Figure 1. Routing congestion map (run 1).
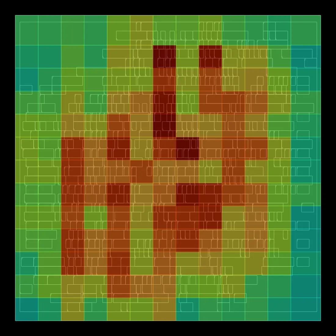
Figure 2. M1 wires (run 1).
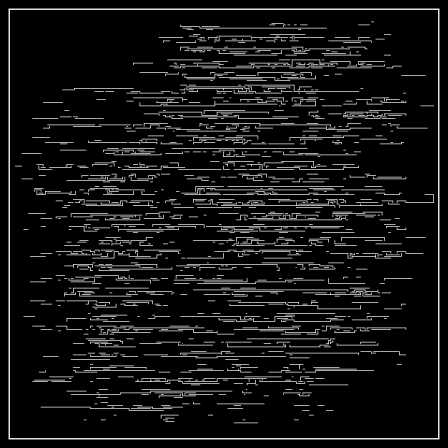
Figure 3. Met3 routing (run 1).
Bar = 20 um.
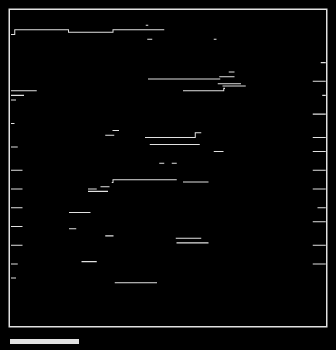
[src/rtl/cordic_gain_expander.sv]
// Sequential multiply of a signed sample by the CORDIC gain K (~1.6467590). One
// shift-add term is applied per clock, and the result saturates to the output width.
module cordic_gain_expander #(
  parameter int unsigned DATA_WIDTH = 14
) (
  input  logic                  clk_i,
  input  logic                  rst_ni,
  input  logic                  in_valid_i,
  output logic                  in_ready_o,
  input  logic [DATA_WIDTH-1:0] data_in_i,
  output logic                  out_valid_o,
  input  logic                  out_ready_i,
  output logic [DATA_WIDTH-1:0] data_out_o,
  output logic                  sat_o
);

  localparam int unsigned AccWidth = DATA_WIDTH + 2;

  localparam logic [1:0] StIdle = 2'd0;
  localparam logic [1:0] StAcc  = 2'd1;
  localparam logic [1:0] StDone = 2'd2;

  localparam logic signed [AccWidth-1:0] AccMax = {3'b000, {(DATA_WIDTH-1){1'b1}}};
  localparam logic signed [AccWidth-1:0] AccMin = {3'b111, {(DATA_WIDTH-1){1'b0}}};

  logic [1:0]                   state_q, state_d;
  logic [2:0]                   cnt_q, cnt_d;
  logic signed [AccWidth-1:0]   acc_q, acc_d;
  logic [DATA_WIDTH-1:0]        sample_q, sample_d;
  logic [DATA_WIDTH-1:0]        data_out_q, data_out_d;
  logic                         sat_q, sat_d;
  logic                         out_valid_q, out_valid_d;

  logic [3:0]                   shift_amt;
  logic signed [AccWidth-1:0]   sample_ext;
  logic signed [AccWidth-1:0]   term;
  logic [DATA_WIDTH-1:0]        sat_data;
  logic                         sat_flag;

  // Shift-add decomposition of K: 1 + 2^-1 + 2^-3 + 2^-6 + 2^-8 + 2^-9 + 2^-12 + 2^-15.
  always_comb begin
    shift_amt = 4'd0;
    unique case (cnt_q)
      3'd0: shift_amt = 4'd0;
      3'd1: shift_amt = 4'd1;
      3'd2: shift_amt = 4'd3;
      3'd3: shift_amt = 4'd6;
      3'd4: shift_amt = 4'd8;
      3'd5: shift_amt = 4'd9;
      3'd6: shift_amt = 4'd12;
      3'd7: shift_amt = 4'd15;
      default: shift_amt = 4'd0;
    endcase
  end

  assign sample_ext = $signed({{(AccWidth-DATA_WIDTH){sample_q[DATA_WIDTH-1]}}, sample_q});
  assign term       = sample_ext >>> shift_amt;

  always_comb begin
    sat_flag = 1'b0;
    sat_data = acc_q[DATA_WIDTH-1:0];
    if (acc_q > AccMax) begin
      sat_flag = 1'b1;
      sat_data = AccMax[DATA_WIDTH-1:0];
    end else if (acc_q < AccMin) begin
      sat_flag = 1'b1;
      sat_data = AccMin[DATA_WIDTH-1:0];
    end
  end

  always_comb begin
    state_d     = state_q;
    cnt_d       = cnt_q;
    acc_d       = acc_q;
    sample_d    = sample_q;
    data_out_d  = data_out_q;
    sat_d       = sat_q;
    out_valid_d = out_valid_q;
    unique case (state_q)
      StIdle: begin
        if (in_valid_i) begin
          sample_d = data_in_i;
          acc_d    = '0;
          cnt_d    = 3'd0;
          state_d  = StAcc;
        end
      end
      StAcc: begin
        acc_d = acc_q + term;
        cnt_d = cnt_q + 3'd1;
        if (cnt_q == 3'd7) state_d = StDone;
      end
      StDone: begin
        // First DONE cycle registers the final accumulator; later cycles wait for the sink.
        if (!out_valid_q) begin
          out_valid_d = 1'b1;
          data_out_d  = sat_data;
          sat_d       = sat_flag;
        end else if (out_ready_i) begin
          out_valid_d = 1'b0;
          state_d     = StIdle;
        end
      end
      default: state_d = StIdle;
    endcase
  end

  always_ff @(posedge clk_i or negedge rst_ni) begin
    if (!rst_ni) begin
      state_q     <= StIdle;
      cnt_q       <= 3'd0;
      acc_q       <= '0;
      sample_q    <= '0;
      data_out_q  <= '0;
      sat_q       <= 1'b0;
      out_valid_q <= 1'b0;
    end else begin
      state_q     <= state_d;
      cnt_q       <= cnt_d;
      acc_q       <= acc_d;
      sample_q    <= sample_d;
      data_out_q  <= data_out_d;
      sat_q       <= sat_d;
      out_valid_q <= out_valid_d;
    end
  end

  assign in_ready_o  = (state_q == StIdle);
  assign out_valid_o = out_valid_q;
  assign data_out_o  = data_out_q;
  assign sat_o       = sat_q;

endmodule
[config.mk]
export PLATFORM = sky130hd
export DESIGN_NAME = cordic_gain_expander
export DESIGN_NICKNAME = d
export VERILOG_FILES = /design/src/rtl/cordic_gain_expander.sv
export SDC_FILE = /design/constraint.sdc
export NUM_CORES = 1
export LEC_CHECK = 0
export ABC_AREA = 1
export CORE_UTILIZATION = 45
export CTS_BUF_LIST = sky130_fd_sc_hd__clkbuf_8
export DETAILED_ROUTE_END_ITERATION = 7
export HOLD_SLACK_MARGIN = 0.02
export PLACE_DENSITY = 0.66
export REMOVE_ABC_BUFFERS = 1
export SLEW_MARGIN = 25
export SYNTH_ARGS = -nofsm -noshare
export SYNTH_HDL_FRONTEND = slang
export SYNTH_SLANG_ARGS = --single-unit
[constraint.sdc]
create_clock -name clk_i -period 2.4 [get_ports clk_i]
set_input_delay 0.6 -clock clk_i [delete_from_list [all_inputs] [get_ports clk_i]]
set_output_delay 0.6 -clock clk_i [all_outputs]
set_load 0.03 [all_outputs]
==> results.toml, run 1 <==
# yosys + openroad results
[logic_synthesis]
ys_seq_share_pct = 35.2
top_area_share_pct = 35.2
ys_area_mm2 = 0.00363
syn_area_mm2 = 0.00363
synth-seq-cells = 51
ys.flop_type = "dfrtp_1"

[clock_network]
cts_tree = "yes"
cts_max_level = 2

[critical_path]
crit_type = "reg2reg"
max_stage_delay_ns = 0.42
ff2ff_path_depth = 21

[final_timing]
setup_ws_ns = -0.322
setup_viol = 14
rsz0062_at_grt = "yes"
period_used_pct = 113
final_max_slew_viol_count = 0

[routing]
routed-via-count = 3547
detail-route-antenna-nets = 0

[place]
dp.cells = 673

[floorplan]
rows = 32

[run_status]
status = "finished with violations"
violations = "setup timing"

[final_layout]
antenna_cells = 0

[grt]
grt_max_degree = 28

[power]
About Figure 1:
grt met2 use: 39.1%
met3 usage: 3.65%
final core utilization: 65.0%

About Figure 2:
The layer carries 4140 um of wire. 571 nets have wire on it. The layer holds 43% of the routed length. The wires run mostly horizontal.
met1 usage in global routing: 29.7%
final WL: 9.53 mm

About Figure 3:
44 nets have wire on it. The longest straight run is 20.7 um. The layer holds 3.0% of the routed length. The layer carries 286 um of wire. The wires run mostly horizontal.

[run 1: layout make-up]
type,instances,area (um2),share of cell area [%]
inverters,63,254,5.03
flip-flops and latches,51,1280,25.3
repair buffers,74,679,13.4
clock buffers,7,96.3,1.91
multi-input cells,391,2610,51.7
clock inverters,1,7.51,0.149
well taps,102,128,2.53
[run 1: cell usage after synthesis (all sizes together) (2+ instances only)]
master  number
nand3       62
a21oi       19
nand2      207
nand3b       3
ha          20
dfrtp       51
mux2        11
o22ai        3
o21ai       30
nor2        22
inv         63
clkbuf       4
xor2         2
buf          9
nor3         3
xnor2        2
[run 1: metal layers]
metal	GRT usage (%)	vias up	part of all wire (%)
li1	-	1789	-
met1	29.7	1675	43
met2	39.1	69	52
met3	3.65	14	3.0
met4	8.98	0	1.6
met5	0	-	0
[run 1: metrics by stage]
step                utilization, %  worst slack, ns
detailed placement            54.9           -0.501
floorplan                        -           -0.395
global route                  65.0           -0.503
CTS                           59.5           -0.222
finish                        65.0           -0.322
global placement              54.9           -0.421
[run 1: worst max-delay path by stage]
| stage | slack (ns) | end | startpoint | cells after the start |
|---|---|---|---|---|
| after floorplan | -0.40 | acc_q[12] | cnt_q[2] | 18 |
| after global placement | -0.42 | acc_q[13] | cnt_q[2] | 17 |
| after CTS | -0.22 | acc_q[15] | cnt_q[0] | 22 |
| after global routing | -0.50 | acc_q[15] | cnt_q[0] | 21 |
| after detailed placement | -0.50 | acc_q[12] | cnt_q[0] | 21 |
| final | -0.32 | acc_q[15] | cnt_q[0] | 21 |
[run 1: flip-flops by register name, summed over array words and instances (netlist names)]
register / count
sat_o: 1
data_out_o: 14
acc_q: 16
out_valid_o: 1
sample_q: 14
cnt_q: 3
state_q: 2
[run 1: repair_timing]
item	4_1_cts	5_1_grt
endpoints found under the setup margin	15	15
resized	60	82
pin swaps	20	42
cloned	2	0
endpoints found under the hold margin	0	0
buffers inserted	2	4
hold buffers	0	0
[run 1: cell families after synthesis]
logic type | after synthesis | synth area share [%]
simple gates | 300 | 35.3
buf+inv | 76 | 9.59
compound gates | 53 | 8.14
flops | 51 | 35.2
fa+ha+maj | 21 | 7.45
mux | 11 | 3.42
xor+xnor | 4 | 0.966
Figure 4. Met2 routing (run 1).
Bar = 20 um.
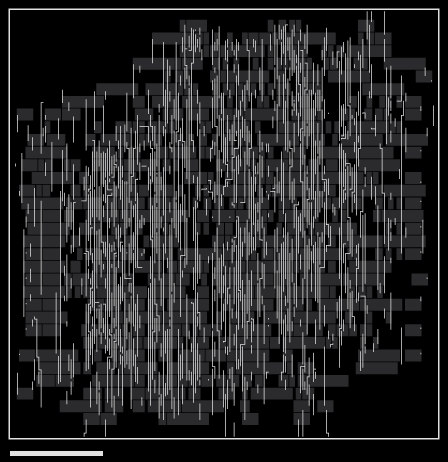

==> inputs of run 2 (changes only) <==
--- a/config.mk
+++ b/config.mk
@@ -6,11 +6,12 @@
 export NUM_CORES = 1
 export LEC_CHECK = 0
 export ABC_AREA = 1
-export CORE_UTILIZATION = 45
-export CTS_BUF_LIST = sky130_fd_sc_hd__clkbuf_8
+export CELL_PAD_IN_SITES_DETAIL_PLACEMENT = 1
+export CELL_PAD_IN_SITES_GLOBAL_PLACEMENT = 2
+export CORE_UTILIZATION = 30
 export DETAILED_ROUTE_END_ITERATION = 7
 export HOLD_SLACK_MARGIN = 0.02
-export PLACE_DENSITY = 0.66
+export PLACE_DENSITY = 0.75
 export REMOVE_ABC_BUFFERS = 1
 export SLEW_MARGIN = 25
 export SYNTH_ARGS = -nofsm -noshare
Figure 5. Met2 routing (run 2).
Bar = 20 um.
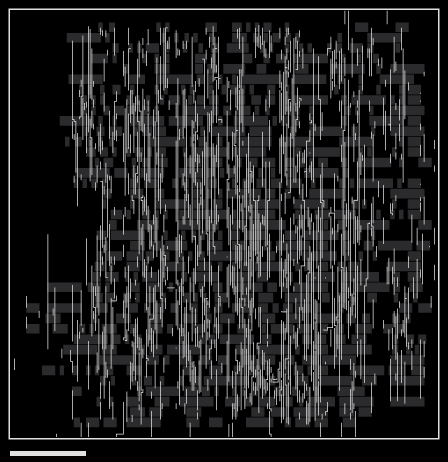
The longest straight run is 48.3 um. The layer carries 6120 um of wire. The layer holds 49% of the routed length. 564 nets have wire on it. The wires run mostly vertical.

Figure 6. M1 wires (run 2).
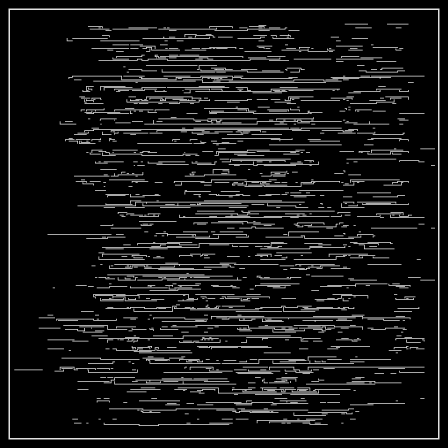
The layer carries 5830 um of wire. The layer holds 47% of the routed length.
total number of vias: 3707
final WL: 12.4 mm

==> run 2 against run 1 <==
Compared with the run above: the run ends with DRC, setup timing left; via count increased by 4.5%; synthesized area is the same; die area increased by 49%; clock skew rose by 0.00087 ns; critical path type unchanged.
==> results.toml, run 2 <==
# yosys + openroad results
[final_timing]
setup_viol = 14
setup_ws_ns = -0.305
final_max_slew_viol_count = 0
period_used_pct = 113
hold_viol_final = 0
rsz0062_at_grt = "yes"
clock_skew_ns = 0.00786
holdWs_ns = 0.413

[logic_synthesis]
syn_area_mm2 = 0.00363
top_area_share_pct = 35.2
top_cells_by_count = "nand2_1 (198), inv_1 (59), nand3_1 (57), dfrtp_1 (51), o21ai_0 (26)"
ys_seq_share_pct = 35.2
ys.flop_type = "dfrtp_1"
ys_area_mm2 = 0.00363
synth_top_cell_by_count = "nand2_1"
synth-seq-cells = 51

[run_status]
violations = "DRC, setup timing"
status = "finished with violations"

[final_layout]
largest-register = "acc_q"
largest_reg_flops = 16
drive_above_1_share_pct = 42.1
antenna_cells = 0
final_common_cell = "nand2_1"

[critical_path]
ff2ff_path_depth = 22
crit_path_max_fanout = 6
worstSetupStartpointType = "flop"
crit_type = "reg2reg"

[clock_network]
cts_max_level = 2
root_buffer = "clkbuf_16"
cts_resized = 107
ctsHoldBuffers = 0
cts_setup_buffers = 12
cts_tree = "yes"

[routing]
detail-route-antenna-nets = 0
drcViolationCount = 5
dr.pass1.iters = 6

[floorplan]
rows = 39
die_width_um = 112

[grt]
grt_pass1_vias = 3915
track_usage_pct = 20.1
grt_max_degree = 52
==> run 2: netlist changes by cell type in the layout (fill, tap and decap cells not counted), sizes merged <==
cell / previous run / this run
bufbuf: 0 / 1
clkbuf: 7 / 5
clkinv: 0 / 2
buf: 41 / 63
bufinv: 0 / 1
==> run 2: kinds of logic (layout without fill, tap and decap cells) <==
group           after synthesis  in the layout  share of synthesized area [%]
compound gates               53             53                           8.14
xor+xnor                      4              4                          0.966
fa+ha+maj                    21             21                           7.45
buf+inv                      76            169                           9.59
flops                        51             51                           35.2
mux                          11             11                           3.42
simple gates                300            302                           35.3
==> run 2: how the worst max path moves through the flow <==
stage	start	endpoint	slack (ns)	depth (start not counted)
after CTS	cnt_q[1]	acc_q[8]	-0.29	21
after global routing	cnt_q[1]	acc_q[14]	-0.48	22
after detailed placement	cnt_q[0]	acc_q[12]	-0.58	21
final	cnt_q[2]	acc_q[14]	-0.31	22
after floorplan	cnt_q[2]	acc_q[12]	-0.40	18
after global placement	cnt_q[0]	acc_q[13]	-0.48	19
==> run 2: layout make-up <==
| cell class | instances | area [um2] | share of cell area, % |
|---|---|---|---|
| Multi-Input combinational cell | 391 | 2850 | 50.5 |
| Sequential cell | 51 | 1280 | 22.6 |
| Timing Repair Buffer | 97 | 901 | 16.0 |
| Inverter | 63 | 259 | 4.59 |
| Tap cell | 143 | 179 | 3.17 |
| Clock buffer | 5 | 125 | 2.22 |
| Clock inverter | 3 | 43.8 | 0.776 |
| Timing Repair inverter | 1 | 7.51 | 0.133 |
==> run 2: stage by stage <==
| stage | setup slack [ns] | std cells | TNS (ns) | util, % |
|---|---|---|---|---|
| after floorplan | -0.395 | 503 | -3.49 | - |
| after global placement | -0.480 | 725 | -5.06 | 37.8 |
| after detailed placement | -0.578 | 725 | -6.35 | 37.8 |
| after CTS | -0.286 | 749 | -2.98 | 44.3 |
| after global routing | -0.478 | 754 | -5.68 | 48.6 |
| final | -0.305 | 754 | -3.51 | 48.6 |
==> run 2: metal layers <==
layer  wire, um  GRT usage (%)  vias up
met5          0              0        -
met4        189           4.80        0
met3        292           3.05       15
met2       6120           34.1       50
met1       5830           26.9     1815
li1           -              -     1827
==> run 2: worst max-delay path: stages (launching register included) <==
cell and delay, ns:
dfrtp_2 0.49, buf_12 0.16, nand2_4 0.06, o21ai_4 0.08, buf_6 0.15, inv_6 0.08, buf_4 0.13, nand3_1 0.08
nand2_1 0.09, nand2_1 0.07, nand3_2 0.08, o21ai_4 0.07, ha_4 0.28, buf_6 0.11, nand2_2 0.06, nor2_2 0.12
nand2_2 0.08, nand3_4 0.11, nand2_2 0.07, nand2_1 0.06, nand2_1 0.04, nand3_1 0.06, nand2_1 0.06
==> inputs of run 3 (changes only) <==
--- a/config.mk
+++ b/config.mk
@@ -8,6 +8,7 @@
 export ABC_AREA = 1
 export CELL_PAD_IN_SITES_DETAIL_PLACEMENT = 1
 export CELL_PAD_IN_SITES_GLOBAL_PLACEMENT = 2
+export CORE_MARGIN = 1
 export CORE_UTILIZATION = 30
 export DETAILED_ROUTE_END_ITERATION = 7
 export HOLD_SLACK_MARGIN = 0.02
==> run 3 against run 2 <==
Compared with the run above: the flow still finishes with violations (DRC, setup timing); register-to-register slack is essentially flat; critical path depth is the same; flip-flop count is the same; global-route usage is the same; non-clock buffer count is the same; die area is the same; clock-buffer cell count is the same; sequential share of layout area is the same; wire length is the same; hold slack is the same; highest routed layer unchanged.
==> results.toml, run 3 <==
# yosys + openroad results
[logic_synthesis]
syn_area_mm2 = 0.00363
top_area_share_pct = 35.2
synth-seq-cells = 51
ys_seq_share_pct = 35.2

[final_timing]
rsz0062_at_grt = "yes"
setup_viol = 14
setup_ws_ns = -0.305
clock_skew_ns = 0.00786
hold_viol_final = 0
holdWs_ns = 0.413
period_used_pct = 113

[final_layout]
largest-register = "acc_q"
antenna_cells = 0
flop_area_mm2 = 0.00128
final_common_cell = "nand2_1"

[routing]
finalWirelength_mm = 12.4
drcViolationCount = 5
detail-route-antenna-nets = 0
dr.pass1.iters = 6
routed-via-count = 3707

[critical_path]
crit_cells = 22
max_stage_delay_ns = 0.49
crit_path_max_fanout = 6
slowest_stage = "dfrtp_2"
crit_chain = "buf_12, nand2_4, o21ai_4, buf_6, inv_6, buf_4, nand3_1, nand2_1, nand2_1, nand3_2, o21ai_4, ha_4, buf_6, nand2_2, nor2_2, nand2_2, nand3_4, nand2_2, nand2_1, nand2_1, nand3_1, nand2_1"
crit_family = "simple AND/OR/NAND/NOR gates"
crit_end = "acc_q[14]"
crit_start = "cnt_q[2]"

[grt]
track_usage_pct = 20.1
grt_pass1_vias = 3915
gr-usage-met2_pct = 34.1
grt-busiest-layer = "met2"
grt_max_degree = 52

[floorplan]
die_width_um = 112

[run_status]
status = "finished with violations"
violations = "DRC, setup timing"

[clock_network]
cts_max_level = 2

[place]
dp_slack_ns = -0.578
-- run 3: cell counts after synthesis --
No cell type changed its count.
-- run 3: worst min-delay path by stage --
stage	start	endpoint	cells past startpoint
after global placement	data_out_o[10]	data_out_o[10]	2
after global routing	rst_ni	acc_q[12]	2
after floorplan	rst_ni	acc_q[0]	0
after CTS	rst_ni	acc_q[12]	2
final	rst_ni	acc_q[12]	2
after detailed placement	data_out_o[11]	data_out_o[11]	2
-- run 3: final cells by class --
cell class	instances	area share, %
Multi-Input combinational cell	391	50.5
Sequential cell	51	22.6
Timing Repair Buffer	97	16.0
Inverter	63	4.59
Tap cell	143	3.17
Clock buffer	5	2.22
Clock inverter	3	0.776
Timing Repair inverter	1	0.133
-- run 3: per-stage QoR --
| step | cell area [um2] | utilization, % | std cells | setup TNS, ns |
|---|---|---|---|---|
| 2_1_floorplan | 3520 | - | 503 | -3.49 |
| 3_3_place_gp | 4390 | 37.8 | 725 | -5.06 |
| 3_5_place_dp | 4390 | 37.8 | 725 | -6.35 |
| 4_1_cts | 5150 | 44.3 | 749 | -2.98 |
| 5_1_grt | 5650 | 48.6 | 754 | -5.68 |
| 6_report | 5650 | 48.6 | 754 | -3.51 |
-- run 3: layer usage --
layer / up-vias / routed length (um)
li1: 1827 / -
met1: 1815 / 5830
met2: 50 / 6120
met3: 15 / 292
met4: 0 / 189
met5: - / 0
-- run 3: cell families after synthesis --
kind of cell	Yosys count	share of synthesized area [%]
DFF	51	35.2
muxes	11	3.42
AOI/OAI and AO/OA	53	8.14
buffers and inverters	76	9.59
xor gates and xnor gates	4	0.966
adders and majority gates	21	7.45
and+or+nand+nor	300	35.3
-- run 3: repair_timing --
action,in CTS,in global routing
endpoints found under the setup margin,15,15
gates resized,107,103
buffers inserted,12,5
pin swaps,33,61
hold endpoints to repair,0,0
cloned,4,0
Figure 7. Routing congestion map (run 3).
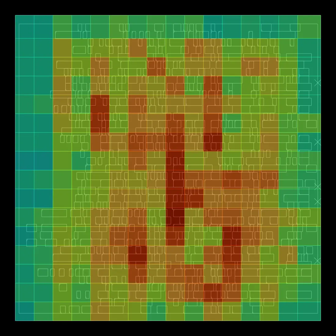
met3 usage: 3.05%
met1 usage in global routing: 26.9%

Figure 8. The metal 4 layer (run 3).
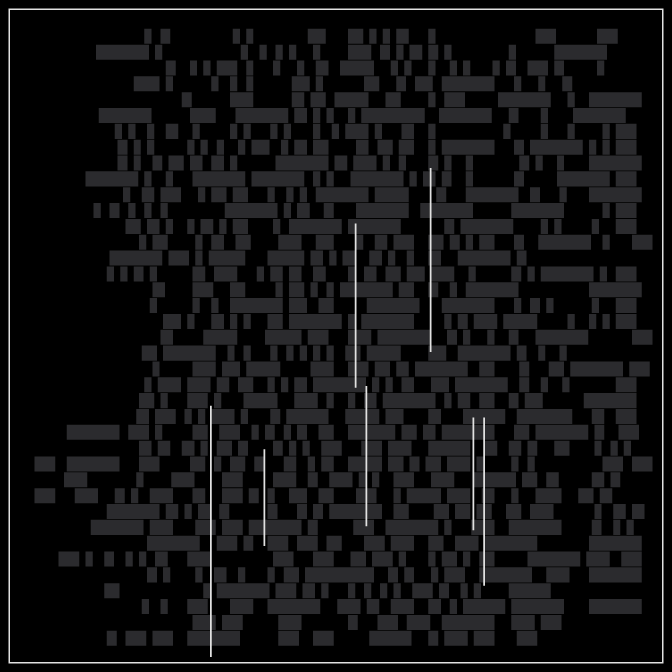
The layer holds 1.5% of the routed length. The layer carries 190 um of wire. 6 nets have wire on it. The longest straight run is 42.8 um. The wires run mostly vertical.

